## config.mk

```make
export PLATFORM = sky130hd
export DESIGN_NAME = pipe_hazard_ctrl
export DESIGN_NICKNAME = d
export VERILOG_FILES = /design/src/rtl/pipe_hazard_ctrl.sv
export SDC_FILE = /design/constraint.sdc
export NUM_CORES = 1
export LEC_CHECK = 0
export ABC_AREA = 1
export CAP_MARGIN = 20
export CORE_ASPECT_RATIO = 1.4
export CORE_MARGIN = 4
export CORE_UTILIZATION = 30
export DETAILED_ROUTE_END_ITERATION = 10
export PLACE_DENSITY = 0.58
export SLEW_MARGIN = 20
export SYNTH_ARGS = -nofsm -noshare
export SYNTH_HDL_FRONTEND = slang
export SYNTH_SLANG_ARGS = --single-unit
```

## constraint.sdc

```tcl
create_clock -name clk -period 1.4 [get_ports clk]
set_input_delay 0.14 -clock clk [delete_from_list [all_inputs] [get_ports clk]]
set_output_delay 0.14 -clock clk [all_outputs]
set_load 0.02 [all_outputs]
```

## src/rtl/pipe_hazard_ctrl.sv

```systemverilog
// Stall/flush sequencer for the 5-stage RV32I pipe (IF ID EX MEM WB).
// Optional perf counters: define HAZARD_PERF_CNT_EN.
//
// Ports:
//   clk, rst            clock, synchronous active-high reset
//   id_rs1/id_rs2       source indices of the ID instruction
//   id_use_rs1/2        ID instruction reads that source
//   ex_opcode/ex_wd     opcode and destination of the EX instruction
//   ex_wreg             EX instruction writes a register
//   ex_branch_taken     EX resolved a taken branch/jump, target in
//   ex_branch_target    redirect address
//   mem_req/mem_done    multi-cycle data access start (level) / completion
//   stall[4:0]          hold: pc, if_id, id_ex, ex_mem, mem_wb
//   flush_if_id/id_ex   bubble the matching pipe register next edge
//   pc_redirect         PC loads pc_target next edge
//   mem_timeout_err     sticky memory timeout flag
//   perf_*              (HAZARD_PERF_CNT_EN only) 32-bit event counters
module pipe_hazard_ctrl #(
    parameter int         MEM_TIMEOUT = 255,
    parameter logic [6:0] LOAD_OPCODE = 7'b0000011,
    parameter int         PC_W        = 32
) (
    input  logic            clk,
    input  logic            rst,
    input  logic [4:0]      id_rs1,
    input  logic [4:0]      id_rs2,
    input  logic            id_use_rs1,
    input  logic            id_use_rs2,
    input  logic [6:0]      ex_opcode,
    input  logic [4:0]      ex_wd,
    input  logic            ex_wreg,
    input  logic            ex_branch_taken,
    input  logic [PC_W-1:0] ex_branch_target,
    input  logic            mem_req,
    input  logic            mem_done,
    output logic [4:0]      stall,
    output logic            flush_if_id,
    output logic            flush_id_ex,
    output logic            pc_redirect,
    output logic [PC_W-1:0] pc_target,
    output logic            mem_timeout_err
`ifdef HAZARD_PERF_CNT_EN
    ,
    output logic [31:0]     perf_stall_cycles,
    output logic [31:0]     perf_bubbles,
    output logic [31:0]     perf_flushes
`endif
);

    typedef enum logic [1:0] {
        RUN      = 2'd0,
        MEM_WAIT = 2'd1,
        REDIRECT = 2'd2
    } state_t;

    // Last counter value before the wait is abandoned: the counter starts
    // at 0 on the first wait cycle, so this is the MEM_TIMEOUT-th cycle.
    localparam logic [9:0] TIMEOUT_LAST = 10'(MEM_TIMEOUT - 1);

    localparam logic [4:0] STALL_MEM = 5'b01111;
    localparam logic [4:0] STALL_LU  = 5'b00011;

    state_t          state, state_nxt;
    logic [9:0]      wait_cnt, wait_cnt_nxt;
    logic            pend_vld, pend_vld_nxt;
    logic [PC_W-1:0] pend_tgt, pend_tgt_nxt;
    logic            err_q, err_nxt;
    logic            load_use;

    assign load_use = (ex_opcode == LOAD_OPCODE) && ex_wreg &&
                      (ex_wd != 5'd0) &&
                      ((id_use_rs1 && (id_rs1 == ex_wd)) ||
                       (id_use_rs2 && (id_rs2 == ex_wd)));

    assign mem_timeout_err = err_q && !rst;

    always_ff @(posedge clk) begin
        if (rst) begin
            state    <= RUN;
            wait_cnt <= '0;
            pend_vld <= 1'b0;
            pend_tgt <= '0;
            err_q    <= 1'b0;
        end else begin
            state    <= state_nxt;
            wait_cnt <= wait_cnt_nxt;
            pend_vld <= pend_vld_nxt;
            pend_tgt <= pend_tgt_nxt;
            err_q    <= err_nxt;
        end
    end

    always_comb begin
        state_nxt    = state;
        wait_cnt_nxt = wait_cnt;
        pend_vld_nxt = pend_vld;
        pend_tgt_nxt = pend_tgt;
        err_nxt      = err_q;
        stall        = '0;
        flush_if_id  = 1'b0;
        flush_id_ex  = 1'b0;
        pc_redirect  = 1'b0;
        pc_target    = '0;

        if (!rst) begin
            unique case (state)
                RUN: begin
                    if (mem_req && !mem_done) begin
                        stall        = STALL_MEM;
                        state_nxt    = MEM_WAIT;
                        wait_cnt_nxt = '0;
                        pend_vld_nxt = ex_branch_taken;
                        if (ex_branch_taken)
                            pend_tgt_nxt = ex_branch_target;
                    end else if (ex_branch_taken) begin
                        // squashes the ID instruction, so no load-use stall
                        pc_redirect = 1'b1;
                        pc_target   = ex_branch_target;
                        flush_if_id = 1'b1;
                        flush_id_ex = 1'b1;
                    end else if (load_use) begin
                        stall       = STALL_LU;
                        flush_id_ex = 1'b1;
                    end
                end

                MEM_WAIT: begin
                    wait_cnt_nxt = wait_cnt + 10'd1;
                    // first branch seen while frozen is the one honoured
                    if (ex_branch_taken && !pend_vld) begin
                        pend_vld_nxt = 1'b1;
                        pend_tgt_nxt = ex_branch_target;
                    end
                    if (mem_done) begin
                        state_nxt = (pend_vld || ex_branch_taken) ?
                                    REDIRECT : RUN;
                    end else begin
                        stall = STALL_MEM;
                        if (wait_cnt == TIMEOUT_LAST) begin
                            err_nxt      = 1'b1;
                            state_nxt    = RUN;
                            pend_vld_nxt = 1'b0;
                        end
                    end
                end

                REDIRECT: begin
                    pc_redirect  = 1'b1;
                    pc_target    = pend_tgt;
                    flush_if_id  = 1'b1;
                    flush_id_ex  = 1'b1;
                    pend_vld_nxt = 1'b0;
                    state_nxt    = RUN;
                end

                default: begin
                    state_nxt    = RUN;
                    pend_vld_nxt = 1'b0;
                end
            endcase
        end
    end

`ifdef HAZARD_PERF_CNT_EN
    // flush_id_ex without a redirect only comes from a load-use bubble
    always_ff @(posedge clk) begin
        if (rst) begin
            perf_stall_cycles <= '0;
            perf_bubbles      <= '0;
            perf_flushes      <= '0;
        end else begin
            if (stall[0])
                perf_stall_cycles <= perf_stall_cycles + 32'd1;
            if (flush_id_ex && !pc_redirect)
                perf_bubbles <= perf_bubbles + 32'd1;
            if (pc_redirect)
                perf_flushes <= perf_flushes + 32'd1;
        end
    end
`else
    // no performance counters in this build
`endif

endmodule

```

==> job_summary.md <==
### Flow metrics

| Metric | Value |
|---|---|
| Syn_area_per_cell | `6.31 um2` |
| EDFF count, synth | `0` |
| Vias in the first global route | `3,344` |
| Most Used Layer, Global Route | `met2` |
| Wire length on met3 | `307 um` |
| Combinational share of cell area | `40.6%` |
| Clock group total power | `~1.2 mW` |
| CP startpoint kind | `register` |
| Most common reg cell | `dfxtp_1` |
| Post-route ant nets | `0` |
| Clock buffer depth | `2` |
| FF-to-FF setup slack | `-0.32 ns` |
| Biggest area cells | `dfxtp_1, nor2_1, nand2_1, a21oi_1, nand3_1` |
| Max layer used | `met4` |
| Worst Path Buf+Inv | `5` |
| Final worst slack | `-0.392 ns` |
| Ys flops | `about 46` |
| CTS root buf | `clkbuf_16` |
| Largest cell class | `combinational gates` |
| Filler cell count | `803` |
| HP Class | `in -> reg` |
| Clock group share of total power | `~30%` |
| Gate Count Post-Synth | `437` |
| Post-Place Cell Area | `0.00459 mm2` |
| Cell type with the largest total area | `dfxtp_1` |
| Seq pwr | `1.43 mW` |
| Log Warnings | `30` |
| Worst-path fanout max | `14` |
| YS warnings | `0` |
| CTS clock-pin slew for the worst setup and hold paths | `0.07 ns` |
| Antenna cells | `0` |
| TritonCTS Sinks | `46` |
| Combinational Gates | `321` |
| Status | `complete, but fails checks` |
| Pre-antenna DRT Iters | `4` |
| Most numerous logic cell after layout | `nor2_1` |
| Most instantiated logic cells after routing | `nor2_1, nand2_1, buf_6, buf_4, clkdlybuf4s50_1` |
| Initial antenna violation count | `0` |
| # clk buffers | `5` |
| Storage element area | `about 930 um2` |
| Finish-stage setup viols | `76` |
| Post-Place Worst Slack | `-1.08 ns` |
| Fraction of area in registers | `16.8%` |
| Fin crit period | `approximately 1.8 ns` |
| Met1 wire length | `3760 um` |
| Yosys cell count | `437` |
| Total Routing Usage GR | `a little under a fifth` |
| Distinct lib cells | `30` |
| Register share after synthesis | `roughly a third` |
| Failing checks | `setup timing` |
| Area Overhead vs Synth | `100%` |
| DIE AREA | `0.0108 mm2` |
| Largest net degree at the start of global routing | `41` |
| Final HPWL DP | `6880 um` |
| Met3 Track Usage GR | `1.77%` |
| Drt initial violations | `148` |
==> logic make-up after synthesis <==
group           synth area share (%)
simple gates                    35.7
flops                           33.4
other cells                    0.136
buf+inv                         12.7
fa+ha+maj                      0.907
compound gates                  17.2
==> what timing repair did <==
action	in CTS	in global routing
setup endpoints to repair	77	80
resized	290	109
buffers inserted	10	4
pin swaps	15	33
gates cloned	4	3
==> final timing paths <==
| path | from | endpoint | cells past startpoint |
|---|---|---|---|
| worst min register to register | wait_cnt[3] | wait_cnt[3] | 2 |
| worst max-delay path | state[0] | pc_target[25] | 10 |
| worst max register to register | state[0] | pend_tgt[24] | 12 |
| worst min-delay path | rst | wait_cnt[5] | 3 |
==> state kept, by name (all words and copies together), names as in the netlist <==
name / cells
err_q: 1
pend_tgt: 32
pend_vld: 1
state: 2
wait_cnt: 10
clock_map.png
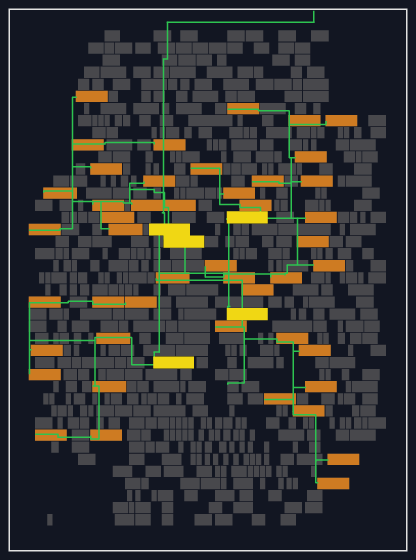
Key: clock wires = green [length 663 um]; flip-flops = orange [count 46]; cells driving clock nets = yellow [count 5]
There are 6 routed clock nets.

final_placement.png
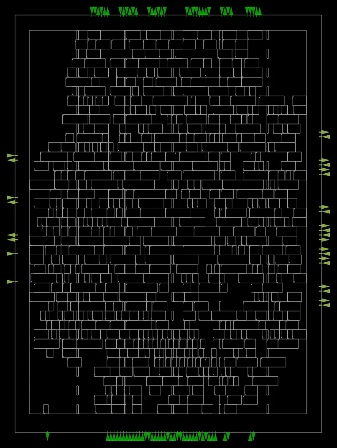
row cnt: 41
non-filler cells, final: 698
Core Region: 0.00898 mm2
Seq cells: 46

Power figures rest on the tool's default switching activity, not on a simulated workload.
